[src/rtl/l2_input_buffers.sv]
// Input FIFOs in front of the L2 input decoder, one per channel.
// Every decoder-facing output is driven from registered state only.

module l2_ibuf_fifo #(
    parameter int DEPTH = 2,
    parameter int W     = 1
) (
    input  logic         clk,
    input  logic         rst,
    input  logic         in_valid,
    output logic         in_ready,
    input  logic [W-1:0] in_data,
    output logic         out_valid,
    input  logic         out_ready,
    output logic [W-1:0] out_data,
    output logic         empty
);
    localparam int PW = $clog2(DEPTH);
    localparam int CW = PW + 1;
    localparam logic [CW-1:0] FULL = CW'(DEPTH);

    logic [PW-1:0] wr_ptr_q, wr_ptr_d;
    logic [PW-1:0] rd_ptr_q, rd_ptr_d;
    logic [CW-1:0] count_q, count_d;
    logic [W-1:0]  mem_q [DEPTH];
    logic          push, pop;

    assign in_ready  = rst && (count_q != FULL);
    assign out_valid = (count_q != '0);
    assign out_data  = mem_q[rd_ptr_q];
    assign empty     = (count_q == '0);

    always_comb begin
        push     = in_valid && in_ready;
        pop      = out_valid && out_ready;
        wr_ptr_d = wr_ptr_q;
        rd_ptr_d = rd_ptr_q;
        count_d  = count_q;
        if (push) wr_ptr_d = wr_ptr_q + PW'(1);
        if (pop)  rd_ptr_d = rd_ptr_q + PW'(1);
        unique case ({push, pop})
            2'b10:   count_d = count_q + CW'(1);
            2'b01:   count_d = count_q - CW'(1);
            default: count_d = count_q;
        endcase
    end

    always_ff @(posedge clk) begin
        if (!rst) begin
            wr_ptr_q <= '0;
            rd_ptr_q <= '0;
            count_q  <= '0;
        end else begin
            wr_ptr_q <= wr_ptr_d;
            rd_ptr_q <= rd_ptr_d;
            count_q  <= count_d;
        end
    end

    // Storage is deliberately left out of reset; only pointers and count clear.
    always_ff @(posedge clk) begin
        if (push) mem_q[wr_ptr_q] <= in_data;
    end

    a_count_bound: assert property (
        @(posedge clk) disable iff (!rst) count_q <= FULL);

    a_data_stable: assert property (
        @(posedge clk) disable iff (!rst)
        (in_valid && !in_ready) |=> (!in_valid || $stable(in_data)));

endmodule

module l2_input_buffers #(
    parameter int DEPTH     = 2,
    parameter int CPU_REQ_W = 64,
    parameter int FWD_IN_W  = 36,
    parameter int RSP_IN_W  = 160,
    parameter int FLUSH_W   = 1
) (
    input  logic                 clk,
    input  logic                 rst,
    input  logic                 l2_flush_valid,
    output logic                 l2_flush_ready,
    input  logic [FLUSH_W-1:0]   l2_flush_data,
    output logic                 l2_flush_valid_int,
    input  logic                 l2_flush_ready_int,
    output logic [FLUSH_W-1:0]   l2_flush_data_int,
    input  logic                 l2_rsp_in_valid,
    output logic                 l2_rsp_in_ready,
    input  logic [RSP_IN_W-1:0]  l2_rsp_in_data,
    output logic                 l2_rsp_in_valid_int,
    input  logic                 l2_rsp_in_ready_int,
    output logic [RSP_IN_W-1:0]  l2_rsp_in_data_int,
    input  logic                 l2_fwd_in_valid,
    output logic                 l2_fwd_in_ready,
    input  logic [FWD_IN_W-1:0]  l2_fwd_in_data,
    output logic                 l2_fwd_in_valid_int,
    input  logic                 l2_fwd_in_ready_int,
    output logic [FWD_IN_W-1:0]  l2_fwd_in_data_int,
    input  logic                 l2_cpu_req_valid,
    output logic                 l2_cpu_req_ready,
    input  logic [CPU_REQ_W-1:0] l2_cpu_req_data,
    output logic                 l2_cpu_req_valid_int,
    input  logic                 l2_cpu_req_ready_int,
    output logic [CPU_REQ_W-1:0] l2_cpu_req_data_int,
    output logic                 bufs_empty
);
    logic [3:0] empty;

    l2_ibuf_fifo #(.DEPTH(DEPTH), .W(FLUSH_W)) u_flush (
        .clk(clk), .rst(rst),
        .in_valid(l2_flush_valid), .in_ready(l2_flush_ready),
        .in_data(l2_flush_data),
        .out_valid(l2_flush_valid_int), .out_ready(l2_flush_ready_int),
        .out_data(l2_flush_data_int), .empty(empty[0])
    );

    l2_ibuf_fifo #(.DEPTH(DEPTH), .W(RSP_IN_W)) u_rsp_in (
        .clk(clk), .rst(rst),
        .in_valid(l2_rsp_in_valid), .in_ready(l2_rsp_in_ready),
        .in_data(l2_rsp_in_data),
        .out_valid(l2_rsp_in_valid_int), .out_ready(l2_rsp_in_ready_int),
        .out_data(l2_rsp_in_data_int), .empty(empty[1])
    );

    l2_ibuf_fifo #(.DEPTH(DEPTH), .W(FWD_IN_W)) u_fwd_in (
        .clk(clk), .rst(rst),
        .in_valid(l2_fwd_in_valid), .in_ready(l2_fwd_in_ready),
        .in_data(l2_fwd_in_data),
        .out_valid(l2_fwd_in_valid_int), .out_ready(l2_fwd_in_ready_int),
        .out_data(l2_fwd_in_data_int), .empty(empty[2])
    );

    l2_ibuf_fifo #(.DEPTH(DEPTH), .W(CPU_REQ_W)) u_cpu_req (
        .clk(clk), .rst(rst),
        .in_valid(l2_cpu_req_valid), .in_ready(l2_cpu_req_ready),
        .in_data(l2_cpu_req_data),
        .out_valid(l2_cpu_req_valid_int), .out_ready(l2_cpu_req_ready_int),
        .out_data(l2_cpu_req_data_int), .empty(empty[3])
    );

    assign bufs_empty = &empty;

endmodule

[config.mk]
export PLATFORM = sky130hd
export DESIGN_NAME = l2_input_buffers
export DESIGN_NICKNAME = d
export VERILOG_FILES = /design/src/rtl/l2_input_buffers.sv
export SDC_FILE = /design/constraint.sdc
export NUM_CORES = 1
export LEC_CHECK = 0
export CAP_MARGIN = 20
export CORE_MARGIN = 8
export CORE_UTILIZATION = 52
export CTS_CLUSTER_DIAMETER = 100
export DETAILED_ROUTE_END_ITERATION = 6
export PLACE_DENSITY = 0.85
export SLEW_MARGIN = 20
export SYNTH_ARGS = -nofsm -noshare
export SYNTH_HDL_FRONTEND = slang
export SYNTH_SLANG_ARGS = --single-unit
[constraint.sdc]
create_clock -name clk -period 28.4 [get_ports clk]
set_input_delay 7.1 -clock clk [delete_from_list [all_inputs] [get_ports clk]]
set_output_delay 7.1 -clock clk [all_outputs]
set_load 0.03 [all_outputs]
**Run 1: flops by top-level scope**

Other sequential cells in the stronger gray, the rest of the logic in the fainter gray.
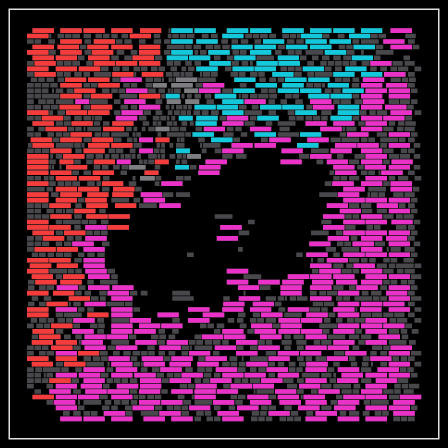
scope	color	placed flops
u_rsp_in	magenta	324
u_cpu_req	red	132
u_fwd_in	cyan	76
not colored	10

**Run 1: metal layers overlaid**

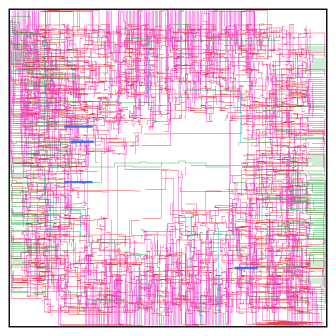
layer	color	wire length
met5	blue	62.6 um
met3	green	5710 um
met2	magenta	27.8 mm
met4	cyan	1050 um
met1	red	18500 um

**Run 1: ports around the boundary**

Pins as bars across the die edge, other pins in gray.
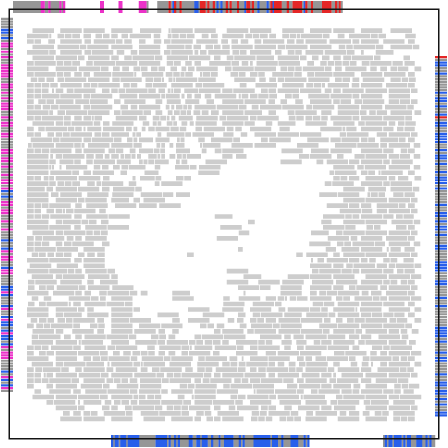
port	color	pins	direction	edge
l2_cpu_req_data_int	magenta	64	output	51 west, 13 north
l2_rsp_in_data	blue	160	input	71 south, 57 east, 22 west, 10 north
l2_fwd_in_data_int	red	36	output	34 north, 2 east
all pins by edge	137 north, 137 west, 135 south, 132 east

**Run 1: placement view**

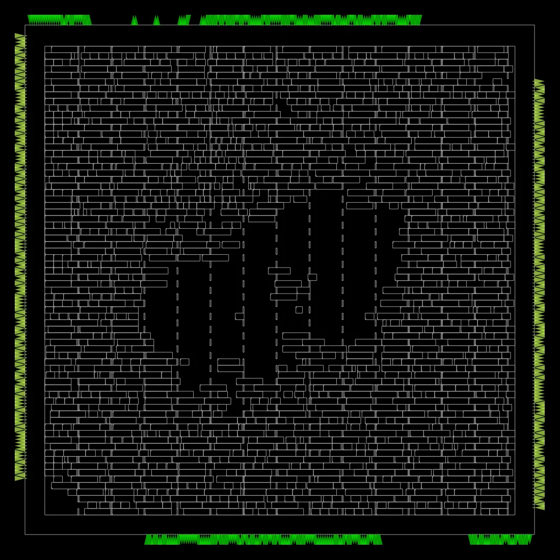
Core ar.: 0.0385 mm2
Layout fillers: 2257
flop count: 542

==> impl_metrics.tcl, run 1 <==
# place-and-route summary
set metrics [dict create \
    ys_sh_aoi_pct 0.422 \
    avgViaCountPerCell 5.25 \
    finalMaxSlewViolations 0 \
    wl_met1_mm 18.5 \
    hold_path_class "reg2reg" \
    xor_share_pct 0.522 \
    n_all_inverters 0 \
    setup_slack_ns 12.52 \
    nets 1761 \
    yosysWarnings 0 \
    placedCellCount 1949 \
    crit_path_frequent_cell "clkdlybuf4s50_1" \
    warnings 30 \
    nonClkBufAreaFrac_pct 19.9 \
    post-place-ws_ns 12.53 \
    cts_tree "built" \
    wl_per_cell_um 25.9 \
    area_growth_syn_to_layout_pct 37.7 \
    io_pins 541 \
    met2_usage_pct 40.3 \
    synth-main-ff-cell "edfxtp_1" \
    top_layer "met5" \
    mi_logic_area_mm2 0.00387 \
    p_total_uw 2460 \
    n_clock_buffer 66 \
    placed_area_mm2 0.0261 \
    wl_met3_mm 5.71 \
    status "complete, no violations" \
    comb-power_uw 814 \
    worstHoldStart "u_rsp_in.count_q[1]$_SDFFE_PN0P_" \
    drv_cap 0 \
    clock_latency_ns 0.58 \
    yosysMostFrequentCell "edfxtp_1" \
    r2r-start "u_rsp_in.count_q[0]$_SDFFE_PN0P_" \
    ys_seq_share_pct 79.8 \
    crit_start "rst" \
    critPathMaxFanout 28 \
    yosys_cells 912 \
    crit_path_max_incr_delay_ns 0.70 \
    antenna_found_initial 8 \
    rr_worst_depth 4 \
    comb_area_share_pct 14.0 \
    syn_inst 912 \
    seq_share_pct 58.0 \
    yosys.area.top_type_share_pct 77.8 \
    worstMarginPinSlew_ns 1.24 \
    fin_crit_ns 15.88 \
    synth_area_per_cell_um2 22.1 \
    synth_area_mm2 0.0202 \
    timing.rr.end "u_rsp_in.mem_q[1][143]$_DFFE_PP_" \
    ys_sh_mux_pct 16.6 \
    grt_pass1_vias 11537 \
    fin_area_mm2 0.0277 \
    relSlewSlack_pct 17.2 \
    ir_worst_vdd_v 0.0000873 \
    die-area_mm2 0.0453 \
    initialDrtViolationCount 714 \
    h-tree-depth 2 \
    totalWireLength_mm 53.2 \
    p_sw_share_pct 30.9 \
    post-cts-setup-buffers 0 \
    worst_path_max_delay_cell "clkdlybuf4s50_1" \
    whs_path_depth 2 \
    report.final.hold_viol_count 0 \
    crit_required_ns 21.30 \
    fin_skew_ns 0.0283 \
    cts_buffers 53 \
    fp_util_pct 52.4 \
    achievable-frequency_mhz 63.0 \
    nMultiInputCombCells 338 \
    drive_gt1_share_pct 23.3 \
    path_class "in2out" \
    crit_chain "clkdlybuf4s50_1 > buf_4 > and2_1 > clkdlybuf4s50_1" \
    cp-end-kind "output pin" \
    ys_top_cells_by_area "edfxtp_1 78%, mux2_2 9.0%, mux2_4 7.5%" \
    place.gp.congestion 0.769 \
    clock_power_uw 656 \
    switchingPower_uw 760 \
    synth-adder-area-share_pct 0.248 \
    clock_path_buffers 3 \
    n_antenna_cell 4 \
    cts_num_sinks 542 \
    post-route-drc-count 0 \
    buffers_excl_clock 551 \
    met2_length_mm 27.8 \
    pwr_density_cell_mw_per_mm2 88.6 \
    yosys_area_mm2 0.0202 \
    seq-power_uw 989 \
    grt_max_degree 161 \
    cts_resized 0 \
    worstPathArrival_ns 8.78 \
    setup_viol 0 \
    track_usage_pct 22.4 \
    clkPwrFrac_pct 26.7 \
    die_y_um 213 \
    seq_area_mm2 0.0161 \
    rsz0062_at_grt "no" \
    cts_hold_buffers 0 \
    ff2ff_setup_slack_ns 25.62 \
    layout.cells.non_filler 2051 \
    groute.layer.met1.usage_pct 24.2 \
    grt_overflow 0 \
    edf_count 522 \
    topCombFamilyByArea "multiplexers" \
    cts_root_buf "clkbuf_16" \
    fin_util_pct 72.1 \
    biggestCellCategory "registers" \
    mostFrequentLayoutCell "clkdlybuf4s50_1" \
    worstHoldEndpoint "u_rsp_in.count_q[1]$_SDFFE_PN0P_" \
    yosys.area.top_type "edfxtp_1" \
    clkSlewWorstSetupHoldPaths_ns 0.06 \
    rows 72 \
    holdWs_ns 0.515 \
    path_depth 4 \
    seqPwrFrac_pct 40.2 \
    top_usage_layer "met2" \
    grt_pass1_wl_mm 74.2 \
    synth_flops 542 \
    dr_total_vias 10770 \
    endpoint "l2_flush_ready" \
    start_kind "primary input" \
    synth_cell_types 23 \
    gr-usage-met3_pct 8.67 \
    taps 518 \
    drtPass1Iterations 5 \
    period_used_pct 55.9 \
    synth.top_cells.by_count "522 x edfxtp_1, 161 x mux2_2, 100 x mux2_4, 20 x dfxtp_1, 19 x buf_2" \
    synth-simple-area-share_pct 1.27 \
]
==> run 1: state kept, by name (all words and copies together), names as in the netlist, named ones only <==
signal and count:
u_flush.mem_q 2, u_flush.rd_ptr_q 1, u_flush.wr_ptr_q 1, u_cpu_req.rd_ptr_q 1, u_cpu_req.wr_ptr_q 1, u_fwd_in.wr_ptr_q 1
u_flush.count_q 2, u_rsp_in.wr_ptr_q 1, u_rsp_in.mem_q 320, u_fwd_in.mem_q 72, u_cpu_req.mem_q 128, u_rsp_in.rd_ptr_q 1
u_rsp_in.count_q 2, u_cpu_req.count_q 2, u_fwd_in.rd_ptr_q 1, u_fwd_in.count_q 2
==> run 2: changes to the inputs <==
- CORE_UTILIZATION: 52 -> 44
- PLACE_DENSITY: 0.85 -> 0.77
- clock period: 28.4 -> 14.1 ns (I/O delays scaled with it)
**Run 2: placement view**

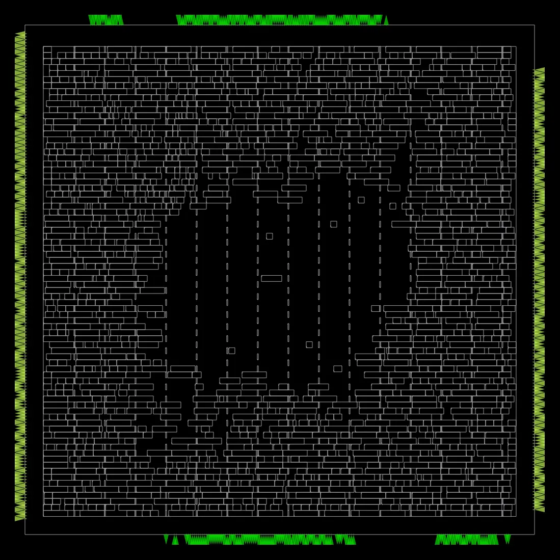
Layout fillers: 3220
Seq area share: 57.6%
Row Count: 78

==> impl_metrics.tcl, run 2 <==
# place-and-route summary
set metrics [dict create \
    status "complete, no violations" \
    cts_tree "built" \
    wl_met3_mm 5.42 \
    fin_util_pct 61.7 \
    yosys.area.top_type_share_pct 77.8 \
    setup_viol 0 \
    die_w_um 230 \
    groute.layer.met1.usage_pct 20.0 \
    antenna_found_initial 4 \
    cts_buffers 55 \
    topCombFamilyByArea "multiplexers" \
    edf_count 522 \
    crit_path_frequent_cell "clkdlybuf4s50_1" \
    fin_crit_ns 8.69 \
    track_usage_pct 17.8 \
    worst_path_max_delay_cell "clkdlybuf4s50_1" \
    rr_worst_depth 4 \
    pwr_density_cell_mw_per_mm2 178 \
    path_class "in2out" \
    met2_usage_pct 30.4 \
    report.final.hold_viol_count 0 \
    synth-main-ff-cell "edfxtp_1" \
    most-common-layout-cells "540 x clkdlybuf4s50_1, 522 x edfxtp_1, 161 x mux2_2" \
    achievable-frequency_mhz 115 \
    cts_resized 0 \
    drtPass1Iterations 5 \
    critPathMaxFanout 28 \
    async_flop_share_pct 0 \
    dr_total_vias 10498 \
    post-cts-setup-buffers 0 \
    hold_path_class "reg2reg" \
    drive_gt1_share_pct 24.1 \
    drtAntennaViolNets 0 \
    worstHoldStart "u_fwd_in.wr_ptr_q$_SDFFE_PN0P_" \
    synth_cell_types 23 \
    top_regs "u_rsp_in.mem_q: 320 flops, u_cpu_req.mem_q: 128 flops, u_fwd_in.mem_q: 72 flops" \
    cts_root_buf "clkbuf_16" \
    worstHoldEndpoint "u_fwd_in.wr_ptr_q$_SDFFE_PN0P_" \
    crit_chain "clkdlybuf4s50_1 > buf_4 > and2_1 > clkdlybuf4s50_1" \
    placedCellCount 2033 \
    period_used_pct 61.6 \
    crit_path_max_incr_delay_ns 0.70 \
    p_total_uw 4980 \
    finalMaxSlewViolations 0 \
    timing.rr.end "u_rsp_in.mem_q[0][25]$_DFFE_PP_" \
    dp_hpwl_mm 35.1 \
    synth_area_per_cell_um2 22.1 \
    ir_worst_vdd_v 0.000176 \
    warnings 26 \
    yosysWarnings 0 \
    yosys.area.top_type "edfxtp_1" \
    totalWireLength_mm 49.5 \
    tns_ns 0 \
    seq_area_mm2 0.0161 \
    grt_pass1_vias 11417 \
    post-place-ws_ns 5.42 \
    crit_required_ns 10.57 \
    yosys_cells 912 \
    largest_reg_flops 320 \
    yosys_area_mm2 0.0202 \
    endpoint "l2_flush_ready" \
    area_growth_syn_to_layout_pct 38.6 \
    cts_hold_buffers 0 \
    synth.top_cells.by_count "522 x edfxtp_1, 161 x mux2_2, 100 x mux2_4, 20 x dfxtp_1, 19 x buf_2" \
    synth-adder-area-share_pct 0.248 \
    nets 1765 \
    avgViaCountPerCell 4.91 \
    whs_path_depth 1 \
    fp_util_pct 44.5 \
    clkSlewWorstSetupHoldPaths_ns 0.06 \
    clock_latency_ns 0.58 \
    layout.cells.non_filler 2138 \
    clock_path_buffers 3 \
    synth_area_mm2 0.0202 \
    worstMarginPinSlew_ns 1.05 \
    ys_sh_aoi_pct 0.422 \
    crit_start "rst" \
    relSlewSlack_pct 30.0 \
    mi_logic_area_mm2 0.00387 \
    ys_top_cells_by_area "edfxtp_1 78%, mux2_2 9.0%, mux2_4 7.5%" \
    wl_per_cell_um 23.1 \
    top_register "u_rsp_in.mem_q" \
    fin_area_mm2 0.0279 \
    io_buffers 540 \
    place.gp.congestion 0.797 \
    start_kind "primary input" \
    path_buffers 3 \
    met2_length_mm 24.7 \
    gr-usage-met3_pct 7.67 \
    synth-simple-area-share_pct 1.27 \
    top_usage_layer "met2" \
    wl_met1_mm 18.2 \
    p_leak_uw 0.00948 \
    io_pins 541 \
    grt_pass1_wl_mm 71.4 \
    yosysMostFrequentCell "edfxtp_1" \
    cts_num_sinks 542 \
    rsz0062_at_grt "no" \
    die-area_mm2 0.0529 \
    grt_overflow 0 \
    cp_top_family "buffers and inverters" \
    drv_cap 0 \
    ys_sh_mux_pct 16.6 \
    core_area_mm2 0.0453 \
    fp_nets 1187 \
    placed_area_mm2 0.0262 \
    cp-end-kind "output pin" \
    ff2ff_setup_slack_ns 11.24 \
    r2r-start "u_rsp_in.count_q[0]$_SDFFE_PN0P_" \
    die_y_um 230 \
    fin_skew_ns 0.0128 \
    h-tree-depth 2 \
    xor_share_pct 0.522 \
    grt_max_degree 74 \
    path_depth 4 \
    holdWs_ns 0.492 \
    post-route-drc-count 0 \
    worstPathArrival_ns 5.16 \
    setup_slack_ns 5.41 \
    synth_flops 542 \
    mostFrequentLayoutCell "clkdlybuf4s50_1" \
    top_layer "met5" \
    initialDrtViolationCount 613 \
    syn_inst 912 \
    ys_seq_share_pct 79.8 \
]
==> run 2: cell type report <==
class | count | area share [%]
clock buffers | 66 | 5.23
repair buffers | 553 | 19.7
clock inverters | 35 | 0.900
well taps | 600 | 2.69
multi-input cells | 338 | 13.9
diodes | 4 | 0.0358
flip-flops and latches | 542 | 57.6
==> run 2: kinds of logic after synthesis <==
logic type / after synthesis
AOI/OAI and AO/OA: 12
xor gates and xnor gates: 12
adders and majority gates: 4
buffers and inverters: 32
DFF: 542
muxes: 265
and+or+nand+nor: 45
==> run 2: report_power, final <==
group | internal (uW) | switching [uW] | leakage (uW)
Sequential | 1930 | 69.1 | 0.00495
Combinational | 742 | 875 | 0.00368
Clock | 791 | 580 | 0.000844
Power and IR drop assume default switching activity.
